**Clock wires, drivers and flops**

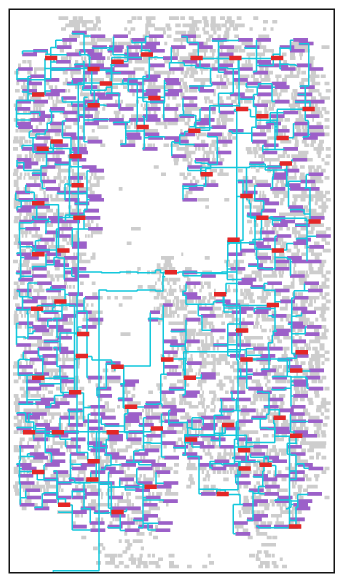
**Close-up of the layout**

Bar = 10 um. Region (109, 114) to (134, 139) um. Cells in grey, sequential cells in the stronger grey; small squares are vias.
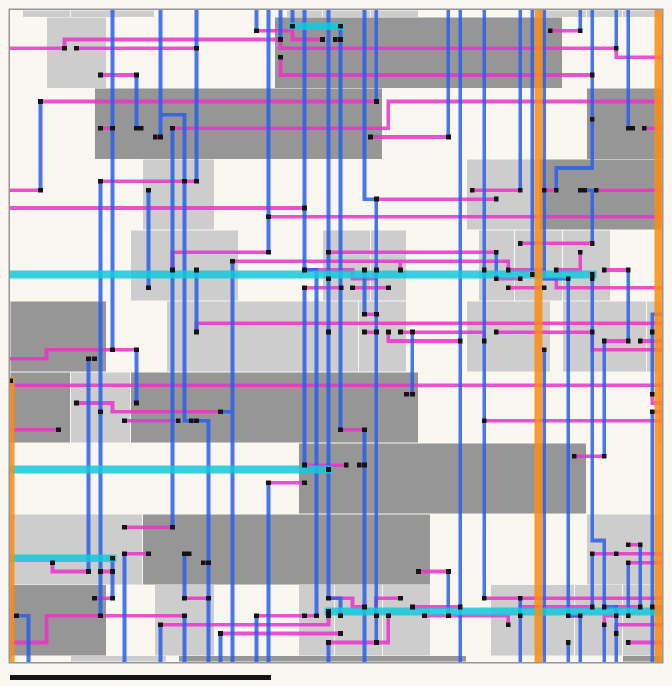
**Cell outlines without signal wires**

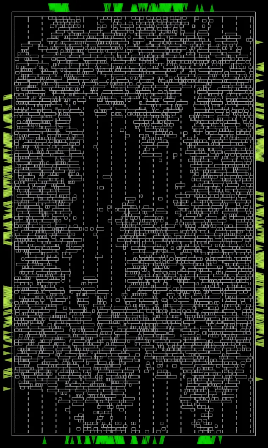
--- src/rtl/reservation_station.sv ---
// Reservation station: collapsing queue of dispatched instructions, CDB operand snooping, oldest-ready-first issue.
// Optional RS_WAKEUP_ISSUE_EN: an operand matching the current CDB broadcast counts as ready in the same cycle.
module reservation_station #(
    parameter int DEPTH = 4,
    parameter int TAG_W = 4
) (
    input  logic             clk,
    input  logic             reset,
    input  logic             flush,
    input  logic             dispatch_valid,
    output logic             dispatch_ready,
    input  logic [2:0]       d_Unit,
    input  logic [9:0]       d_Op,
    input  logic [31:0]      d_pc,
    input  logic [31:0]      d_rdm,
    input  logic [31:0]      d_Vj,
    input  logic [31:0]      d_Vk,
    input  logic [TAG_W-1:0] d_Qj,
    input  logic [TAG_W-1:0] d_Qk,
    input  logic             d_Qj_busy,
    input  logic             d_Qk_busy,
    input  logic [TAG_W-1:0] d_dest,
    input  logic             cdb_valid,
    input  logic [TAG_W-1:0] cdb_tag,
    input  logic [31:0]      cdb_value,
    output logic             issue_valid,
    input  logic             issue_ready,
    output logic [2:0]       i_Unit,
    output logic [9:0]       i_Op,
    output logic [31:0]      i_pc,
    output logic [31:0]      i_rdm,
    output logic [31:0]      i_Vj,
    output logic [31:0]      i_Vk,
    output logic [TAG_W-1:0] i_dest
);
    localparam int CW = $clog2(DEPTH + 1);
    localparam int IW = $clog2(DEPTH);

    typedef struct packed {
        logic [2:0]       unit;
        logic [9:0]       op;
        logic [31:0]      pc;
        logic [31:0]      rdm;
        logic [31:0]      vj;
        logic [31:0]      vk;
        logic [TAG_W-1:0] qj;
        logic [TAG_W-1:0] qk;
        logic [TAG_W-1:0] dest;
        logic             qj_busy;
        logic             qk_busy;
    } entry_t;

    entry_t          slots [DEPTH];
    entry_t          woken [DEPTH];
    entry_t          nxt   [DEPTH];
    entry_t          d_entry;
    entry_t          sel_entry;
    logic [CW-1:0]   count;
    logic [CW-1:0]   count_nxt;
    logic [CW-1:0]   wr;
    logic [DEPTH-1:0] ready;
    logic [IW-1:0]   sel;
    logic            found;
    logic            do_issue;
    logic            do_disp;

    function automatic entry_t wake(input entry_t e, input logic v,
                                    input logic [TAG_W-1:0] t, input logic [31:0] val);
        entry_t r;
        r = e;
        if (v && e.qj_busy && e.qj == t) begin
            r.vj      = val;
            r.qj_busy = 1'b0;
        end
        if (v && e.qk_busy && e.qk == t) begin
            r.vk      = val;
            r.qk_busy = 1'b0;
        end
        return r;
    endfunction

    always_comb begin
        ready = '0;
        for (int i = 0; i < DEPTH; i++) begin
`ifdef RS_WAKEUP_ISSUE_EN
            ready[i] = (CW'(i) < count)
                     && (!slots[i].qj_busy || (cdb_valid && slots[i].qj == cdb_tag))
                     && (!slots[i].qk_busy || (cdb_valid && slots[i].qk == cdb_tag));
`else
            ready[i] = (CW'(i) < count) && !slots[i].qj_busy && !slots[i].qk_busy;
`endif
        end
    end

    // Descending scan so the lowest ready index is the last one written.
    always_comb begin
        sel   = '0;
        found = 1'b0;
        for (int i = DEPTH - 1; i >= 0; i--) begin
            if (ready[i]) begin
                sel   = IW'(i);
                found = 1'b1;
            end
        end
    end

    assign sel_entry      = slots[sel];
    assign dispatch_ready = (count < CW'(DEPTH));
    assign do_issue       = found & issue_ready;
    assign do_disp        = dispatch_valid & dispatch_ready;

    always_comb begin
        issue_valid = found;
        i_Unit      = '0;
        i_Op        = '0;
        i_pc        = '0;
        i_rdm       = '0;
        i_Vj        = '0;
        i_Vk        = '0;
        i_dest      = '0;
        if (found) begin
            i_Unit = sel_entry.unit;
            i_Op   = sel_entry.op;
            i_pc   = sel_entry.pc;
            i_rdm  = sel_entry.rdm;
            i_Vj   = sel_entry.vj;
            i_Vk   = sel_entry.vk;
            i_dest = sel_entry.dest;
`ifdef RS_WAKEUP_ISSUE_EN
            if (sel_entry.qj_busy) i_Vj = cdb_value;
            if (sel_entry.qk_busy) i_Vk = cdb_value;
`endif
        end
    end

    always_comb begin
        d_entry = '{unit: d_Unit, op: d_Op, pc: d_pc, rdm: d_rdm, vj: d_Vj, vk: d_Vk,
                    qj: d_Qj, qk: d_Qk, dest: d_dest, qj_busy: d_Qj_busy, qk_busy: d_Qk_busy};
        wr = do_issue ? count - CW'(1) : count;
        for (int i = 0; i < DEPTH; i++) begin
            woken[i] = wake(slots[i], cdb_valid, cdb_tag, cdb_value);
            nxt[i]   = woken[i];
        end
        // Collapse: slots above the issued one move down by one.
        for (int i = 0; i < DEPTH - 1; i++) begin
            if (do_issue && IW'(i) >= sel) nxt[i] = woken[i + 1];
        end
        for (int i = 0; i < DEPTH; i++) begin
            if (do_disp && CW'(i) == wr) nxt[i] = wake(d_entry, cdb_valid, cdb_tag, cdb_value);
        end
        case ({do_disp, do_issue})
            2'b10:   count_nxt = count + CW'(1);
            2'b01:   count_nxt = count - CW'(1);
            default: count_nxt = count;
        endcase
    end

    always_ff @(posedge clk) begin
        if (reset) begin
            count <= '0;
            for (int i = 0; i < DEPTH; i++) slots[i] <= '0;
        end else if (flush) begin
            count <= '0;
        end else begin
            count <= count_nxt;
            for (int i = 0; i < DEPTH; i++) slots[i] <= nxt[i];
        end
    end
endmodule

--- config.mk ---
export PLATFORM = sky130hd
export DESIGN_NAME = reservation_station
export DESIGN_NICKNAME = d
export VERILOG_FILES = /design/src/rtl/reservation_station.sv
export SDC_FILE = /design/constraint.sdc
export NUM_CORES = 2
export LEC_CHECK = 0
export CAP_MARGIN = 20
export CORE_ASPECT_RATIO = 1.75
export CORE_MARGIN = 2
export CORE_UTILIZATION = 37
export CTS_CLUSTER_SIZE = 30
export DETAILED_ROUTE_END_ITERATION = 8
export HOLD_SLACK_MARGIN = 0.05
export SLEW_MARGIN = 20
export SYNTH_ARGS = -nofsm -noshare
export SYNTH_HDL_FRONTEND = slang
export SYNTH_SLANG_ARGS = --single-unit
--- constraint.sdc ---
create_clock -name clk -period 9.19 [get_ports clk]
set_input_delay 2.757 -clock clk [delete_from_list [all_inputs] [get_ports clk]]
set_output_delay 2.757 -clock clk [all_outputs]
set_load 0.005 [all_outputs]
==> changes_impl.md <==
## Implementation

* Outcome: completed
* Buffering overhead at 0.0936
* Main area contributors: edfxtp_1, mux4_2, a21oi_1
* Max-slew headroom at 0.232
* Async set or reset register ratio after synthesis at 0
* Net Sw Frac at 0.280
* Total CTS buffers at between 60 and 70
* Max_cap viols at 0
* Critical Path Stages at 8
* Met1 Usage GRT at 0.301
* Fin crit share at 0.805
* Number of synthesized flops with an enable pin at 620
* Synth-to-Final Area Change at 17.5%
* Max-slew violation count at 0
* Placed cells at roughly 4,700
* Cell type with the largest total area: edfxtp_1
* Final setup viols at 0
* Worst Setup End Kind: output pin
* Post-Route M1 WL at around 49,000 um
* FF+latch count, synth at about 620
* Reported net switching power at between 0.002 and 0.0025 W
* Worst r2r src: slots[0][1]
* Synth top cell by count: edfxtp_1
* Largest cell class: registers
* Tightest Pin Transition at ~1.2 ns
* Synth mux share at 0.137
* Via density at 6.17
* Pre-CTS WS at around 2.4 ns
* Comb gates at 2,349
* Core Area at 98,300 um2
* R2r setup slk at roughly 4.6 ns
* Synthesized area at around 37,000 um2
* Highest metal used: met5
* Top non-seq family: AND-OR/OR-AND gates
* Clk. pwr at around 0.0027 W
* Hold path depth at 2
* Top cell excl fill/tap: edfxtp_1
* CTS tree: done
* Non-Clock Buffer Count at approximately 410
* Most flop-heavy register: slots
* Setup WS post-layout at between 1.5 and 2 ns
* Combinational fraction of the cell area at 0.386
* Crit path max-delay family: buffers and inverters
* Mapped Avg Cell Area at 10.9 um2
Back to the opening pictures, 'clock wires, drivers and flops':
- purple: flip-flops (count 623)
- cyan: clock wires (length 9,480 um)
- red: cells driving clock nets (count 68)
- routed clock nets: 69
- flops lie: all over the die
clk latency late pin: 0.65 ns
Max Clock Skew: 0.0221 ns

Back to the opening pictures, 'close-up of the layout':
- blue: met2
- magenta: met1
- cyan: met3
- orange: met4
- netlist names of flops here include: `slots` (5)
- cells with their middle in the window: 28
- sequential cells in the window: 5
- most frequent: edfxtp_1 (5), nand3_1 (4), a21oi_1 (4)

Back to the opening pictures, 'cell outlines without signal wires':
Seq cells: 623
Core Util, Final: 0.439

Power is estimated from default activity; no workload was simulated.
